Figure 1. Routing congestion map (run 1).
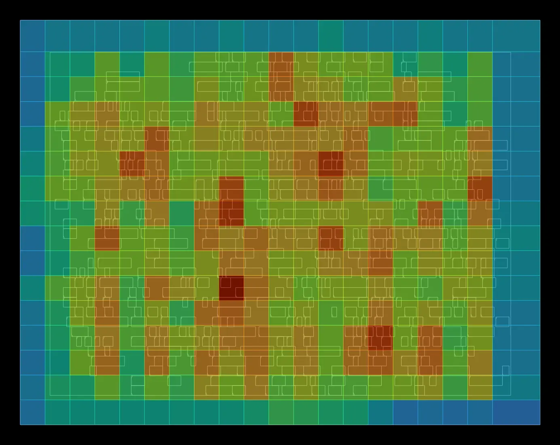
Figure 2. Cells coloured by class (run 1).
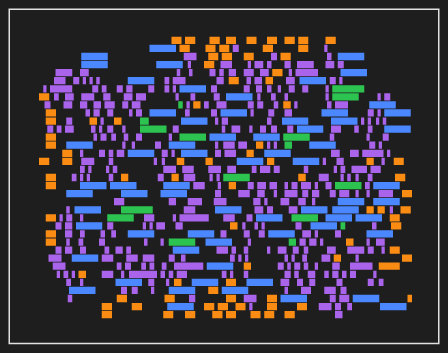
Figure 3. Sub-block map (run 1).
Other cells in grey.
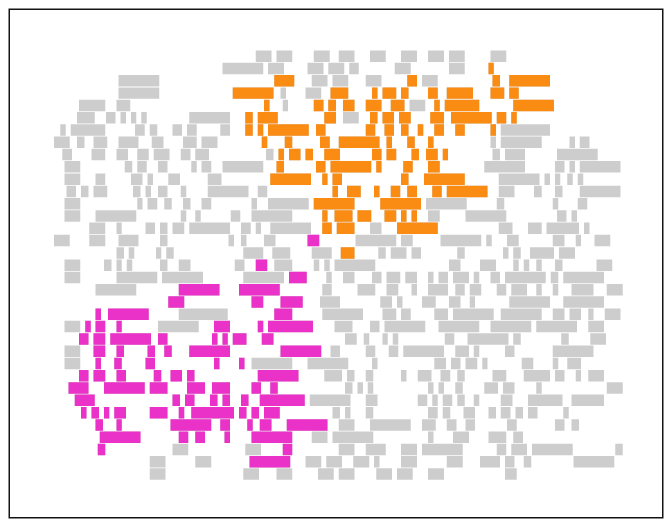
<file path="config.mk">
export PLATFORM = sky130hd
export DESIGN_NAME = enemy_missile_dispatcher
export DESIGN_NICKNAME = d
export VERILOG_FILES = /design/src/rtl/enemy_missile_dispatcher_pkg.sv /design/src/rtl/enemy_missile_slot.sv /design/src/rtl/enemy_missile_dispatcher.sv
export SDC_FILE = /design/constraint.sdc
export NUM_CORES = 1
export LEC_CHECK = 0
export CAP_MARGIN = 20
export CELL_PAD_IN_SITES_DETAIL_PLACEMENT = 1
export CELL_PAD_IN_SITES_GLOBAL_PLACEMENT = 2
export CORE_ASPECT_RATIO = 0.75
export CORE_MARGIN = 8
export CORE_UTILIZATION = 33
export DETAILED_ROUTE_END_ITERATION = 12
export PLACE_DENSITY = 0.79
export SETUP_SLACK_MARGIN = 0.15
export SYNTH_ARGS = -nofsm -noshare
export SYNTH_HDL_FRONTEND = slang
export SYNTH_HIERARCHICAL = 1
export SYNTH_SLANG_ARGS = --single-unit
</file>
<file path="constraint.sdc">
create_clock -name clk -period 3.3 [get_ports clk]
set_input_delay 0.99 -clock clk [delete_from_list [all_inputs] [get_ports clk]]
set_output_delay 0.99 -clock clk [all_outputs]
set_load 0.03 [all_outputs]
</file>
<file path="src/rtl/enemy_missile_dispatcher_pkg.sv">
// Shared types, default parameters and helpers for the enemy missile dispatcher.
package enemy_missile_dispatcher_pkg;

    localparam int unsigned DEF_Y_MAX          = 479;
    localparam int unsigned DEF_STEP           = 1;
    localparam int unsigned DEF_SPAWN_INTERVAL = 60;
    localparam int unsigned DEF_WAVE_SIZE      = 10;

    localparam int unsigned Y_W     = 9;
    localparam int unsigned Y_INT_W = 10;
    localparam int unsigned TGT_W   = 2;
    localparam int unsigned SEL_W   = 3;

    typedef enum logic [1:0] {
        IDLE   = 2'd0,
        LAUNCH = 2'd1,
        DRAIN  = 2'd2
    } wave_state_e;

    // Only three targets exist; any higher index aims at the rightmost one.
    function automatic logic [TGT_W-1:0] sat_target(input logic [SEL_W-1:0] sel);
        logic [TGT_W-1:0] res;
        if (sel > SEL_W'(2)) begin
            res = TGT_W'(2);
        end else begin
            res = sel[TGT_W-1:0];
        end
        return res;
    endfunction

endpackage

</file>
<file path="src/rtl/enemy_missile_slot.sv">
// One enemy missile slot: holds occupancy, row and target; advances, impacts or dies on kill.
module enemy_missile_slot
    import enemy_missile_dispatcher_pkg::*;
#(
    parameter int unsigned Y_MAX = DEF_Y_MAX,
    parameter int unsigned STEP  = DEF_STEP
) (
    input  logic             clk,
    input  logic             rst_n,
    input  logic             frame_tick,
    input  logic             launch,
    input  logic [TGT_W-1:0] launch_tgt,
    input  logic             kill,
    output logic             active,
    output logic [Y_W-1:0]   y,
    output logic [TGT_W-1:0] tgt,
    output logic             impact
);

    logic               active_q, active_d;
    logic [Y_W-1:0]     y_q, y_d;
    logic [TGT_W-1:0]   tgt_q, tgt_d;
    logic               impact_q, impact_d;
    logic [Y_INT_W-1:0] y_next;

    // Kill wins over movement; a slot only accepts a launch while free.
    always_comb begin
        active_d = active_q;
        y_d      = y_q;
        tgt_d    = tgt_q;
        impact_d = 1'b0;
        y_next   = {1'b0, y_q} + Y_INT_W'(STEP);

        if (active_q) begin
            if (kill) begin
                active_d = 1'b0;
                y_d      = '0;
            end else if (frame_tick) begin
                if (y_next >= Y_INT_W'(Y_MAX)) begin
                    active_d = 1'b0;
                    y_d      = '0;
                    impact_d = 1'b1;
                end else begin
                    y_d = y_next[Y_W-1:0];
                end
            end
        end else if (launch) begin
            active_d = 1'b1;
            y_d      = '0;
            tgt_d    = launch_tgt;
        end
    end

    always_ff @(posedge clk or negedge rst_n) begin
        if (!rst_n) begin
            active_q <= 1'b0;
            y_q      <= '0;
            tgt_q    <= '0;
            impact_q <= 1'b0;
        end else begin
            active_q <= active_d;
            y_q      <= y_d;
            tgt_q    <= tgt_d;
            impact_q <= impact_d;
        end
    end

    assign active = active_q;
    assign y      = y_q;
    assign tgt    = tgt_q;
    assign impact = impact_q;

endmodule

</file>
<file path="src/rtl/enemy_missile_dispatcher.sv">
// Wave sequencer and slot allocator for enemy missiles; each slot lives in enemy_missile_slot.
module enemy_missile_dispatcher
    import enemy_missile_dispatcher_pkg::*;
#(
    parameter int unsigned N_SLOTS        = 4,
    parameter int unsigned Y_MAX          = DEF_Y_MAX,
    parameter int unsigned STEP           = DEF_STEP,
    parameter int unsigned SPAWN_INTERVAL = DEF_SPAWN_INTERVAL,
    parameter int unsigned WAVE_SIZE      = DEF_WAVE_SIZE
) (
    input  logic                       clk,
    input  logic                       rst_n,
    input  logic [SEL_W-1:0]           target_sel,
    input  logic                       frame_tick,
    input  logic                       wave_start,
    input  logic [N_SLOTS-1:0]         kill,
    output logic [N_SLOTS-1:0]         missile_active,
    output logic [Y_W*N_SLOTS-1:0]     missile_y,
    output logic [TGT_W*N_SLOTS-1:0]   missile_tgt,
    output logic [N_SLOTS-1:0]         impact,
    output logic                       wave_busy,
    output logic                       wave_done
);

    localparam int unsigned CNT_W = (SPAWN_INTERVAL > 1) ? $clog2(SPAWN_INTERVAL) : 1;
    localparam int unsigned BUD_W = (WAVE_SIZE > 0) ? $clog2(WAVE_SIZE + 1) : 1;
    localparam logic [CNT_W-1:0] CNT_TERM = CNT_W'(SPAWN_INTERVAL - 1);

    wave_state_e        state_q, state_d;
    logic [BUD_W-1:0]   budget_q, budget_d;
    logic [CNT_W-1:0]   cnt_q, cnt_d;
    logic               wave_busy_q, wave_busy_d;
    logic               wave_done_q, wave_done_d;

    logic [N_SLOTS-1:0] free_slots;
    logic [N_SLOTS-1:0] alloc_oh;
    logic               alloc_found;
    logic               launch_c;
    logic [TGT_W-1:0]   tgt_sat;

    assign tgt_sat = sat_target(target_sel);

    // Lowest-index free slot, judged on occupancy at the start of the cycle.
    always_comb begin
        free_slots  = ~missile_active;
        alloc_oh    = '0;
        alloc_found = 1'b0;
        for (int i = 0; i < int'(N_SLOTS); i++) begin
            if (free_slots[i] && !alloc_found) begin
                alloc_oh[i] = 1'b1;
                alloc_found = 1'b1;
            end
        end
    end

    always_comb begin
        state_d     = state_q;
        budget_d    = budget_q;
        cnt_d       = cnt_q;
        launch_c    = 1'b0;
        wave_done_d = 1'b0;

        case (state_q)
            IDLE: begin
                if (wave_start) begin
                    state_d  = LAUNCH;
                    budget_d = BUD_W'(WAVE_SIZE);
                    cnt_d    = '0;
                end
            end
            LAUNCH: begin
                // Counter parks at terminal count until a slot frees up.
                if (frame_tick) begin
                    if (cnt_q == CNT_TERM) begin
                        if ((budget_q != '0) && alloc_found) begin
                            launch_c = 1'b1;
                            cnt_d    = '0;
                            budget_d = budget_q - BUD_W'(1);
                        end
                    end else begin
                        cnt_d = cnt_q + CNT_W'(1);
                    end
                end
                if (budget_d == '0) begin
                    state_d = DRAIN;
                end
            end
            DRAIN: begin
                if (missile_active == '0) begin
                    state_d     = IDLE;
                    wave_done_d = 1'b1;
                end
            end
            default: begin
                state_d = IDLE;
            end
        endcase

        wave_busy_d = (state_d != IDLE);
    end

    always_ff @(posedge clk or negedge rst_n) begin
        if (!rst_n) begin
            state_q     <= IDLE;
            budget_q    <= '0;
            cnt_q       <= '0;
            wave_busy_q <= 1'b0;
            wave_done_q <= 1'b0;
        end else begin
            state_q     <= state_d;
            budget_q    <= budget_d;
            cnt_q       <= cnt_d;
            wave_busy_q <= wave_busy_d;
            wave_done_q <= wave_done_d;
        end
    end

    assign wave_busy = wave_busy_q;
    assign wave_done = wave_done_q;

    for (genvar i = 0; i < int'(N_SLOTS); i++) begin : g_slot
        enemy_missile_slot #(
            .Y_MAX (Y_MAX),
            .STEP  (STEP)
        ) u_slot (
            .clk        (clk),
            .rst_n      (rst_n),
            .frame_tick (frame_tick),
            .launch     (launch_c & alloc_oh[i]),
            .launch_tgt (tgt_sat),
            .kill       (kill[i]),
            .active     (missile_active[i]),
            .y          (missile_y[Y_W*i +: Y_W]),
            .tgt        (missile_tgt[TGT_W*i +: TGT_W]),
            .impact     (impact[i])
        );
    end

endmodule

</file>
==> run notes, run 1 <==
run metrics: outcome finished clean, DP Wirelength 9261 um, RePlAce Congestion 0.8738, Hold EP cnt_q[4]$_DFFE_PN0P_, DIE WIDTH 144.3 um, Reg clk slew, reported paths 0.06 ns, Cell variety after synth 62, power per cell area 389.3 nW/um^2, switching power total 0.0005253 W, worst reg-to-reg setup slack 0.63 ns, post-synthesis cell type with the largest instance count dfrtp_1, Yosys chip area 4075 um^2, HP Class flip-flop to flip-flop, Nets at Floorplan 458, largest net degree at the start of global routing 40, unrepaired setup endpoints after global routing true, share of layout cells above drive strength 1 0.1466, Seq/Total Area, Yosys 0.4053, Floorplan Utilization 0.3347, drt via density 5.360, Combinational Power Share 0.081, Final WS setup 0.2230 ns, CTS Sinks 66, asr flop ratio synth 1.000, worst r2r dst g_slot[3].u_slot/tgt[1]$_DFFE_PN0P_, endpoints failing hold 0, number of synthesized flops with an enable pin 0, Via Count 3741, Int Pwr 0.001584 W, critical path class input port to flip-flop, sequential share of power 0.426, Setup TNS 0 ns, Largest cells by area dfrtp_1 41%, nand2_1 5.3%, ha_1 3.1%, worst reg2reg startpoint cnt_q[0]$_DFFE_PN0P_, hold path depth 1, Pwr Total 0.002109 W, antenna-violating nets left 0, max cap viols 0, Clock power frac 0.492, Crit. End Element flip-flop, first drt pass iteration count 4, Final Cell Area 5418 um^2, Dominant flop cell dfrtp_1, post-synthesis cell count 437, total global routing overflow 0, IO buf count 64, hold path start cnt_q[4]$_DFFE_PN0P_, Max Buffers Root-to-Sink 2, dpl ws -0.2183 ns, Routed WL 12530 um, TritonCTS clock tree done, worst hold margin 0.4897 ns, maximum vdd ir drop 0.2355 mV, worst r2r path cells 8, fin. max-slew vios 0, hold_buf cts 0, maximum clock rate 325.0 MHz, TritonCTS buffer count 9, dpl cell area 5035 um^2, core area 12170 um^2, I/O Pins 65, # Cells Yosys 437, FP Rows 35, dpl cells 681, die height 112.2 um, Latency at later pin 0.34 ns, syn_area_per_cell 9.325 um^2, Setup crit start frame_tick, CP Data Arrival Time 3.29 ns, top cells by count, synth 66 x dfrtp_1, 57 x nand2_1, 25 x nor2_1, initial DRC count 156, Layout area overhead 32.94%, leakage 2.232 nW, Critical Path RT 3.51 ns, Clock Root Buffer clkbuf_16, Post-route DRC 0, number of global-route vias before repair 3875, H-Tree Depth 3, CP Max Fanout 3, CP Launch Type input port, synthesized area 4075 um^2, Tool Warnings 32, Final min period 3.077 ns, Nets 548, Area leader share 0.4053, Setup violations, final 0, global-route wire length before repair 20790 um, yosys synthesis warning count 6, Synth area leader dfrtp_1, initial antenna violation count 0, Slew @ Worst Pin 0.8272 ns, clk_skew 0.008882 ns, Slew headroom 0.4427, n_diodes 0, Final Cycle Share 0.9324, FF+latch count, synth 66, Sw Share 0.2491
Back to the opening pictures, Figure 1:
Global Route Usage Sum: 0.1607
drt wl/cell: 17.95 um
met3 Use GR: 0.03859
gr busiest metal: met2

Back to the opening pictures, Figure 2:
legend:
  green:
    class: clock drivers and dummy loads
    cells: 16
    share_of_their_area: 6.1%
  orange:
    class: remaining buffers and delay cells
    cells: 88
    share_of_their_area: 16%
  blue:
    class: registers
    cells: 66
    share_of_their_area: 32%
  purple:
    class: remaining logic cells
    cells: 362
    share_of_their_area: 46%

Back to the opening pictures, Figure 3:
legend:
  magenta:
    instance: g_slot[3].u_slot
    cells: 82
  orange:
    instance: g_slot[2].u_slot
    cells: 90
    where: top centre
Non-Filler Instances: 698
Die Size: 16200 um^2
fin util: 0.4450

-- run 1: power by group through the flow --
stage | clock [W] | sequential (W) | combinational (W)
after global placement | 0 | 0.000912 | 0.000166
after CTS | 0.00106 | 0.000901 | 0.000175
after global routing | 0.00110 | 0.000907 | 0.000193
after detailed placement | 0 | 0.000915 | 0.000175
final | 0.00104 | 0.000899 | 0.000172
after floorplan | 0 | 0.000905 | 0.0000969
-- run 1: placed cells by master, fill, tap and decap left out, drive strengths merged, types with 14 or more instances in the layout --
cell type      Yosys  final
a31oi             14     14
buf                7     25
clkdlybuf4s50      0     63
dfrtp             66     66
inv               23     23
nand2             58     58
nand3             24     24
nand4             16     16
nor2              25     25
nor2b             20     20
o21ai             28     28
-- run 1: logic make-up (layout without fill, tap and decap cells) --
group,Yosys count,count (layout),synth area share
flip-flops,66,66,0.4053
AND/OR/NAND/NOR,205,205,0.2834
adder cells (fa/ha/maj),10,10,0.03070
buffers and inverters,32,127,0.03807
multiplexers,13,13,0.03439
AND-OR/OR-AND,107,107,0.1894
XOR/XNOR,4,4,0.01873
-- run 1: what timing repair did --
action,CTS,global route
gates resized,0,11
pin swaps,0,2
buffers inserted,0,1
endpoints found under the setup margin,4,30
-- run 1: flip-flops by register name, summed over array words and instances, names as in the netlist --
register / cells
wave_done: 1
state_q: 2
g_slot.u_slot/active: 4
budget_q: 4
g_slot.u_slot/impact: 4
wave_busy: 1
g_slot.u_slot/tgt: 8
cnt_q: 6
g_slot.u_slot/y: 36
-- run 1: critical path, cell delays in order --
cell             delay [ns]
clkdlybuf4s50_1        0.48
inv_1                  0.04
or4b_4                 0.58
nor2_4                 0.15
nand4_1                0.14
nor3b_2                0.32
nor2b_4                0.23
mux2_1                 0.36
-- run 1: layer usage --
| layer | routed length (um) | vias up | share of wire | GRT usage |
|---|---|---|---|---|
| met5 | 0 | - | 0 | 0 |
| met4 | 120 | 0 | 0.0096 | 0.04149 |
| met3 | 461 | 9 | 0.037 | 0.03859 |
| met2 | 5838 | 57 | 0.47 | 0.2484 |
| met1 | 6107 | 1868 | 0.49 | 0.2194 |
| li1 | - | 1807 | - | - |
-- run 1: worst max-delay path by stage --
stage	endpoint	cells past startpoint	slack (ns)
after detailed placement	g_slot[3].u_slot/tgt[0]$_DFFE_PN0P_	8	-0.22
after floorplan	g_slot[3].u_slot/tgt[0]$_DFFE_PN0P_	8	0.41
after global routing	g_slot[3].u_slot/tgt[1]$_DFFE_PN0P_	8	0.1
final	g_slot[3].u_slot/tgt[1]$_DFFE_PN0P_	8	0.22
after global placement	g_slot[3].u_slot/y[0]$_DFFE_PN0P_	10	-0.17
after CTS	g_slot[3].u_slot/y[0]$_DFFE_PN0P_	10	0.13
-- run 1: area by class of cell --
class	instances	area (um^2)
Sequential cell	66	1652
Clock inverter	7	93.84
Clock buffer	9	225.2
Timing Repair Buffer	88	828.3
Inverter	23	86.33
Fill cell	1424	6756
Multi-Input combinational cell	339	2325
Tap cell	166	207.7
==> run 2, diff against run 1 <==
TNS_END_PERCENT = 5   (was default)
Figure 4. Routing congestion map (run 2).
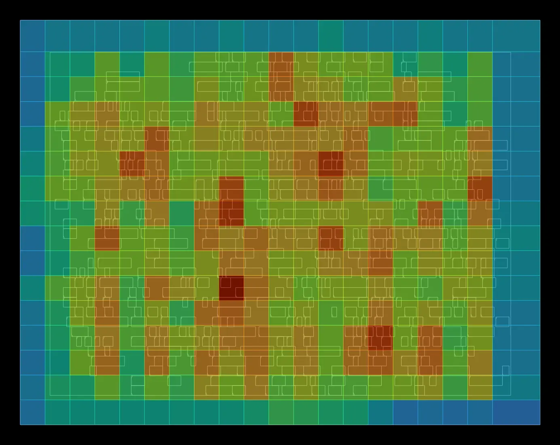
met2 usage: 0.2484
GRT met1 Usage: 0.2194

==> run 2 against run 1 <==
Register-to-register slack about the same. Cell count unchanged. Die size unchanged. Core utilization unchanged. Clock skew unchanged. First-iteration DRC count unchanged. Count of clock-buffer cells in the layout unchanged. Combinational power about the same. Synthesized area unchanged. Setup slack unchanged. Hold slack unchanged.
==> run notes, run 2 <==
run metrics: Critical Path RT 3.51 ns (about the same), first drt pass iteration count 4 (unchanged), Latency at later pin 0.34 ns (about the same), sequential share of power 0.426 (about the same), Non-Filler Instances 698 (unchanged), unrepaired setup endpoints after global routing true, Crit. End Element flip-flop, fin. max-slew vios 0 (unchanged), initial DRC count 156 (unchanged), Clock power frac 0.492 (about the same), global-route wire length before repair 20790 um (unchanged), CTS Sinks 66 (unchanged), Pwr Total 0.002109 W (unchanged), CP max stage delay 0.58 ns (about the same), M1 wire length 6107 um (unchanged), HP Class flip-flop to flip-flop, Routed WL 12530 um (unchanged), Final WS setup 0.2230 ns (unchanged), antenna-violating nets left 0 (unchanged), Combinational Power Share 0.081 (about the same), Final min period 3.077 ns (unchanged), yosys synthesis warning count 6 (unchanged), H-Tree Depth 3 (unchanged), switching power total 0.0005253 W (unchanged), RePlAce Congestion 0.8738 (unchanged), largest net degree at the start of global routing 40 (unchanged), share of layout cells above drive strength 1 0.1466 (unchanged), maximum clock rate 325.0 MHz (unchanged), Via Count 3741 (unchanged), Synth area leader dfrtp_1, Floorplan Utilization 0.3347 (unchanged), syn_area_per_cell 9.325 um^2 (unchanged), Slew @ Worst Pin 0.8272 ns (unchanged), endpoints failing hold 0 (unchanged), maximum vdd ir drop 0.2355 mV (unchanged), CP Launch Type input port, Area leader share 0.4053 (unchanged), Reg clk slew, reported paths 0.06 ns (about the same), post-synthesis cell count 437 (unchanged), die height 112.2 um (unchanged), Top cells excl fill/tap 66 x dfrtp_1, 63 x clkdlybuf4s50_1, 57 x nand2_1, TritonCTS buffer count 9 (unchanged), Post-route DRC 0 (unchanged), dpl cells 681 (unchanged), post-synthesis cell type with the largest instance count dfrtp_1, Largest cells by area dfrtp_1 41%, nand2_1 5.3%, ha_1 3.1%, drt via density 5.360 (unchanged), Cell variety after synth 62 (unchanged), outcome finished clean, Dominant flop cell dfrtp_1, fillers 1424 (unchanged), max FFs per register 36 (unchanged), CP Data Arrival Time 3.29 ns (about the same), Tool Warnings 32 (unchanged), Yosys chip area 4075 um^2 (unchanged), asr flop ratio synth 1.000 (unchanged), Sw Share 0.2491 (unchanged), power per cell area 389.3 nW/um^2 (unchanged), synthesized area 4075 um^2 (unchanged), Setup violations, final 0 (unchanged), FF+latch count, synth 66 (unchanged), drt wl/cell 17.95 um (unchanged), number of synthesized flops with an enable pin 0 (unchanged), max cap viols 0 (unchanged), Seq/Total Area, Yosys 0.4053 (unchanged), Nets at Floorplan 458 (unchanged), leakage 2.232 nW (unchanged), IO buf count 64 (unchanged), FP Rows 35 (unchanged), initial antenna violation count 0 (unchanged), # Cells Yosys 437 (unchanged), sequential standard cell area 1652 um^2 (unchanged), met3 wire len 461 um (unchanged), critical path class input port to flip-flop, Max Buffers Root-to-Sink 2 (unchanged), Combinational Area 2325 um^2 (unchanged), Clock Root Buffer clkbuf_16, I/O Pins 65 (unchanged), clk_skew 0.008882 ns (unchanged), Global Route Usage Sum 0.1607 (unchanged), Die Size 16200 um^2 (unchanged), TritonCTS clock tree done, metal2 WL 5838 um (unchanged), critical path cell sequence clkdlybuf4s50_1 > inv_1 > or4b_4 > nor2_4 > nand4_1 > nor3b_2 > nor2b_4 > mux2_1, hold_buf cts 0 (unchanged), total global routing overflow 0 (unchanged), CP Max Fanout 3 (unchanged), n_diodes 0 (unchanged), Int Pwr 0.001584 W (unchanged), core area 12170 um^2 (unchanged), highest metal used met4, Slew headroom 0.4427 (unchanged), dominant logic cell type in the layout dfrtp_1, top cells by count, synth 66 x dfrtp_1, 57 x nand2_1, 25 x nor2_1, Nets 548 (unchanged), Layout area overhead 32.94% (unchanged), Final Cycle Share 0.9324 (unchanged), dpl ws -0.2183 ns (unchanged), worst hold margin 0.4897 ns (unchanged), number of global-route vias before repair 3875 (unchanged), DIE WIDTH 144.3 um (unchanged), CP max-delay cell or4b_4, DP Wirelength 9261 um (unchanged)
Figure 5. Sub-block map (run 2).
Other cells in grey.
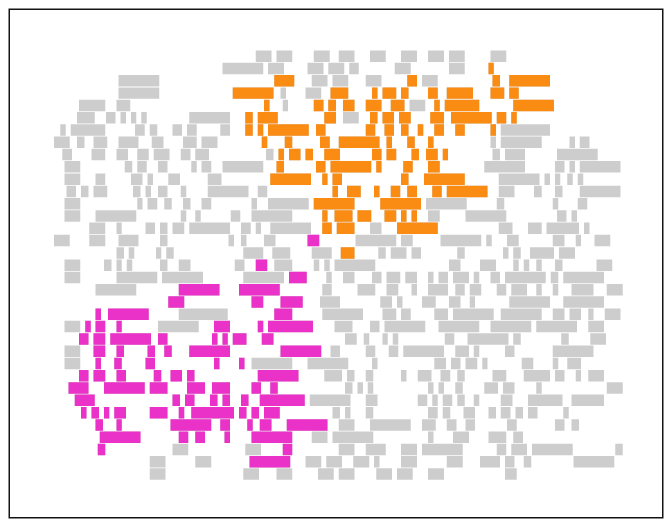
legend:
  orange:
    instance: g_slot[2].u_slot
    cells: 90
    where: top centre
  magenta:
    instance: g_slot[3].u_slot
    cells: 82
not coloured: 360

-- run 2: cell counts after synthesis --
Identical to the previous run, type by type.
-- run 2: final cells by class --
| class | instances | area share |
|---|---|---|
| clock buffer | 9 | 0.04157 |
| sequential | 66 | 0.3048 |
| inverter | 23 | 0.01594 |
| clock inverter | 7 | 0.01732 |
| multi-input combinational | 339 | 0.4291 |
| timing repair buffer | 88 | 0.1529 |
| tap | 166 | 0.03834 |
-- run 2: layer usage --
layer | GRT usage | vias to the layer above
met5 | 0 | -
met4 | 0.04149 | 0
met3 | 0.03859 | 9
met2 | 0.2484 | 57
met1 | 0.2194 | 1868
li1 | - | 1807
-- run 2: power by group through the flow --
stage	combinational [W]	sequential, W	clock [W]
final	0.000172	0.000899	0.00104
after global routing	0.000193	0.000907	0.00110
after CTS	0.000175	0.000901	0.00106
after detailed placement	0.000175	0.000915	0
after global placement	0.000166	0.000912	0
after floorplan	0.0000969	0.000905	0
-- run 2: stage by stage --
step           cell area [um^2]  setup TNS (ns)  utilization
2_1_floorplan              4075               0            -
3_3_place_gp               5035          -2.342       0.4136
3_5_place_dp               5035          -3.597       0.4136
4_1_cts                    5354               0       0.4398
5_1_grt                    5418               0       0.4450
6_report                   5418               0       0.4450
-- run 2: logic make-up after synthesis --
logic type	Yosys count	synth area share
AND-OR/OR-AND	107	0.1894
XOR/XNOR	4	0.01873
adder cells (fa/ha/maj)	10	0.03070
buffers and inverters	32	0.03807
flip-flops	66	0.4053
multiplexers	13	0.03439
AND/OR/NAND/NOR	205	0.2834
-- run 2: critical path: cells and delay by family --
family,cells,cell delay (ns)
multiplexers,1,0.36
buffers and inverters,2,0.52
AND/OR/NAND/NOR,5,1.42
-- run 2: path summary, 6_finish.rpt --
path                                 startpoint                                  end  slack [ns]  depth (start not counted)
max                                  frame_tick  g_slot[3].u_slot/tgt[1]$_DFFE_PN0P_        0.22                          8
min                        cnt_q[4]$_DFFE_PN0P_                 cnt_q[4]$_DFFE_PN0P_        0.49                          1
max reg2reg                cnt_q[0]$_DFFE_PN0P_  g_slot[3].u_slot/tgt[1]$_DFFE_PN0P_        0.63                          8
min reg2reg                cnt_q[4]$_DFFE_PN0P_                 cnt_q[4]$_DFFE_PN0P_        0.49                          1
max in group asynchronous                 rst_n    g_slot[2].u_slot/y[2]$_DFFE_PN0P_        1.95                          2
min in group asynchronous                 rst_n    g_slot[0].u_slot/y[3]$_DFFE_PN0P_        0.69                          1
-- run 2: repair_timing --
item	in CTS	in global routing
resized	0	11
pin swaps	0	2
hold endpoints to repair	0	0
setup buffers	0	1
setup endpoints to repair	4	30
==> run 3, diff against run 2 <==
--- a/config.mk
+++ b/config.mk
@@ -13,4 +13,5 @@
 export CORE_UTILIZATION = 33
 export DETAILED_ROUTE_END_ITERATION = 12
+export MAX_ROUTING_LAYER = met4
 export PLACE_DENSITY = 0.79
 export SETUP_SLACK_MARGIN = 0.15
==> constraint.sdc (replaced) <==
create_clock -name clk -period 3.3 [get_ports clk]
set_input_delay 0.99 -clock clk [delete_from_list [all_inputs] [get_ports clk]]
set_output_delay 0.99 -clock clk [all_outputs]
set_load 0.02 [all_outputs]
Figure 6. Cell area per tile (run 3).
14 x 11 tiles, from black (low) to pale yellow (high), 0 to 100% covered.
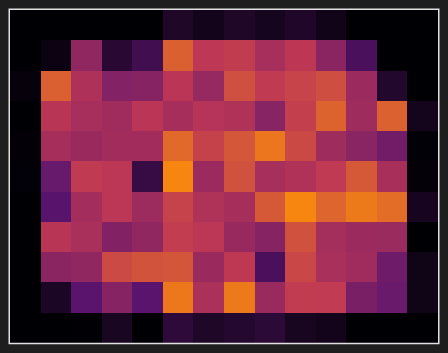
fullest tile: 73%
mean over tiles: 32%
densest ninth of the die: centre
nearly empty tiles: 20%

==> run 3 against run 2 <==
Critical path depth unchanged. Maximum frequency rose by 0.34%. Sequential cell count is the same. Critical path type unchanged. Power fell by 0.37%. Clock power hardly changed. Global-route usage up 0.44 points. Synthesized area unchanged. Largest cell class unchanged. Largest power group unchanged. Cell count unchanged. Synthesized cell count unchanged. Hold slack unchanged. Routed wire length about the same.
==> run notes, run 3 <==
run metrics: number of global-route vias before repair 3886 (+0.28%), Final Cycle Share 0.9292 (-0.003182), initial DRC count 147 (-5.8%), Routed WL 12520 um (about the same), Seq/Total Area, Yosys 0.4053 (unchanged), global-route wire length before repair 20770 um (about the same), Setup violations, final 0 (unchanged), yosys synthesis warning count 6 (unchanged), max FFs per register 36 (unchanged), Dominant flop cell dfrtp_1, Mux area share 0.03439 (unchanged), yosys adder share 0.03070 (unchanged), initial antenna violation count 0 (unchanged), top cells by count, synth 66 x dfrtp_1, 57 x nand2_1, 25 x nor2_1, post-synthesis cell type with the largest instance count dfrtp_1, Cell variety after synth 62 (unchanged), Global Route Usage Sum 0.1651 (+0.004403), H-Tree Depth 3 (unchanged), Final min period 3.066 ns (-0.01050 ns), worst hold margin 0.4897 ns (unchanged), worst r2r path cells 8 (unchanged), CTS Sinks 66 (unchanged), CP Launch Type input port, Floorplan Utilization 0.3347 (unchanged), hold_buf cts 0 (unchanged), DIE WIDTH 144.3 um (unchanged), Crit. End Element flip-flop, Critical path buffers and inverters 2 (unchanged), fin util 0.4450 (unchanged), leakage 2.232 nW (unchanged), asr flop ratio synth 1.000 (unchanged), share of layout cells above drive strength 1 0.1466 (unchanged), drt wl/cell 17.94 um (about the same), Nets 548 (unchanged), crit-path leading delay family simple AND/OR/NAND/NOR gates, synthesized area 4075 um^2 (unchanged), TritonCTS clock tree done, unrepaired setup endpoints after global routing true, I/O Pins 65 (unchanged), DP Wirelength 9261 um (unchanged), power per cell area 387.8 nW/um^2 (-0.37%), max cap viols 0 (unchanged), ao+oa area frac 0.1894 (unchanged), number of synthesized flops with an enable pin 0 (unchanged), Simple-Gate Fraction of Synth Area 0.2834 (unchanged), TritonCTS buffer count 9 (unchanged), Layout area overhead 32.94% (unchanged), syn_area_per_cell 9.325 um^2 (unchanged), fin. max-slew vios 0 (unchanged), outcome finished clean, critical path class input port to flip-flop, HP Class flip-flop to flip-flop, clk_skew 0.008785 ns (-0.00009661 ns), Latency at later pin 0.34 ns (about the same), RePlAce Congestion 0.8882 (+1.6%), # Cells Yosys 437 (unchanged), Yosys chip area 4075 um^2 (unchanged), core area 12170 um^2 (unchanged), die height 112.2 um (unchanged), Final WS setup 0.2335 ns (+0.01050 ns), Area leader share 0.4053 (unchanged), total global routing overflow 0 (unchanged), hold path depth 1 (unchanged), CP Max Fanout 3 (unchanged), FP Rows 35 (unchanged), FF+latch count, synth 66 (unchanged), Max Buffers Root-to-Sink 2 (unchanged), XOR Share, Synth 0.01873 (unchanged), Crit path depth 8 (unchanged), dpl ws -0.2183 ns (unchanged), post-synthesis cell count 437 (unchanged), Critical Path RT 3.51 ns (about the same), largest family of logic cells by area simple AND/OR/NAND/NOR gates, Via Count 3743 (+0.053%)
Figure 7. Sub-block map (run 3).
Other cells in grey.
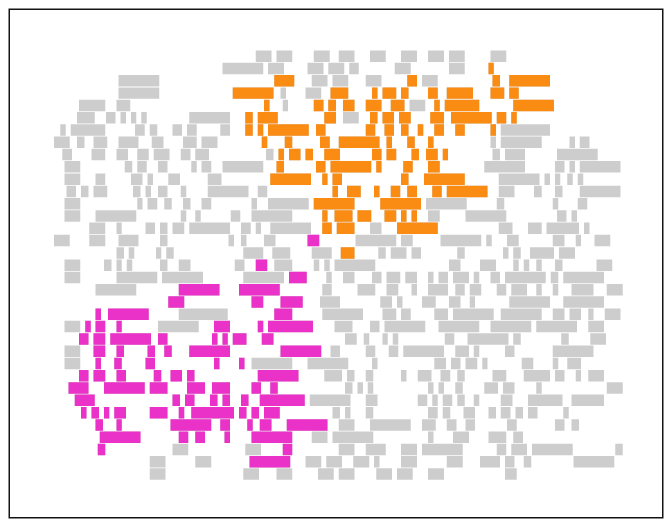
legend:
  orange:
    instance: g_slot[2].u_slot
    cells: 90
    where: top centre
  magenta:
    instance: g_slot[3].u_slot
    cells: 82
not coloured: 360

## run 3: report_power, final
part / internal, W / switching (W) / total (W) / leakage, nW
Clock: 0.000660 / 0.000376 / 0.00104 / 0.151
Combinational: 0.0000764 / 0.0000900 / 0.000166 / 1.22
Sequential: 0.000848 / 0.0000515 / 0.000899 / 0.865
## run 3: final timing paths
path                                            from                                   to  slack (ns)
worst max register to register  cnt_q[0]$_DFFE_PN0P_  g_slot[3].u_slot/tgt[1]$_DFFE_PN0P_        0.64
worst max-delay path                      frame_tick  g_slot[3].u_slot/tgt[1]$_DFFE_PN0P_        0.23
worst min register to register  cnt_q[4]$_DFFE_PN0P_                 cnt_q[4]$_DFFE_PN0P_        0.49
min in group asynchronous                      rst_n    g_slot[0].u_slot/y[3]$_DFFE_PN0P_        0.69
max in group asynchronous                      rst_n    g_slot[2].u_slot/y[2]$_DFFE_PN0P_        1.95
worst min-delay path            cnt_q[4]$_DFFE_PN0P_                 cnt_q[4]$_DFFE_PN0P_        0.49
## run 3: timing repair
item / 4_1_cts / 5_1_grt
setup endpoints to repair: 4 / 30
cloned: 0 / 0
setup buffers: 0 / 1
gates resized: 0 / 11
pin swaps: 0 / 2
## run 3: layer usage
| layer | GRT usage | vias to the layer above | share of wire |
|---|---|---|---|
| met3 | 0.03308 | 10 | 0.028 |
| met2 | 0.2484 | 55 | 0.47 |
| met1 | 0.2225 | 1873 | 0.49 |
| li1 | - | 1805 | - |
| met4 | 0.04149 | 0 | 0.0094 |
| met5 | - | - | 0 |
## run 3: kinds of logic after synthesis
group / Yosys count
flops: 66
compound gates: 107
buf+inv: 32
xor+xnor: 4
mux: 13
fa+ha+maj: 10
simple gates: 205
## run 3: area by class of cell
cell class	count	area [um^2]
fillers	1424	6756
multi-input cells	339	2325
flip-flops and latches	66	1652
repair buffers	88	828.3
clock buffers	9	225.2
well taps	166	207.7
clock inverters	7	93.84
inverters	23	86.33
## run 3: through the flow
stage	setup TNS, ns	instances	cell area (um^2)
final	0	698	5418
after global routing	0	698	5418
after CTS	0	697	5354
after detailed placement	-3.597	681	5035
after global placement	-2.342	681	5035
after floorplan	0	437	4075
Power figures rest on the tool's default switching activity, not on a simulated workload.
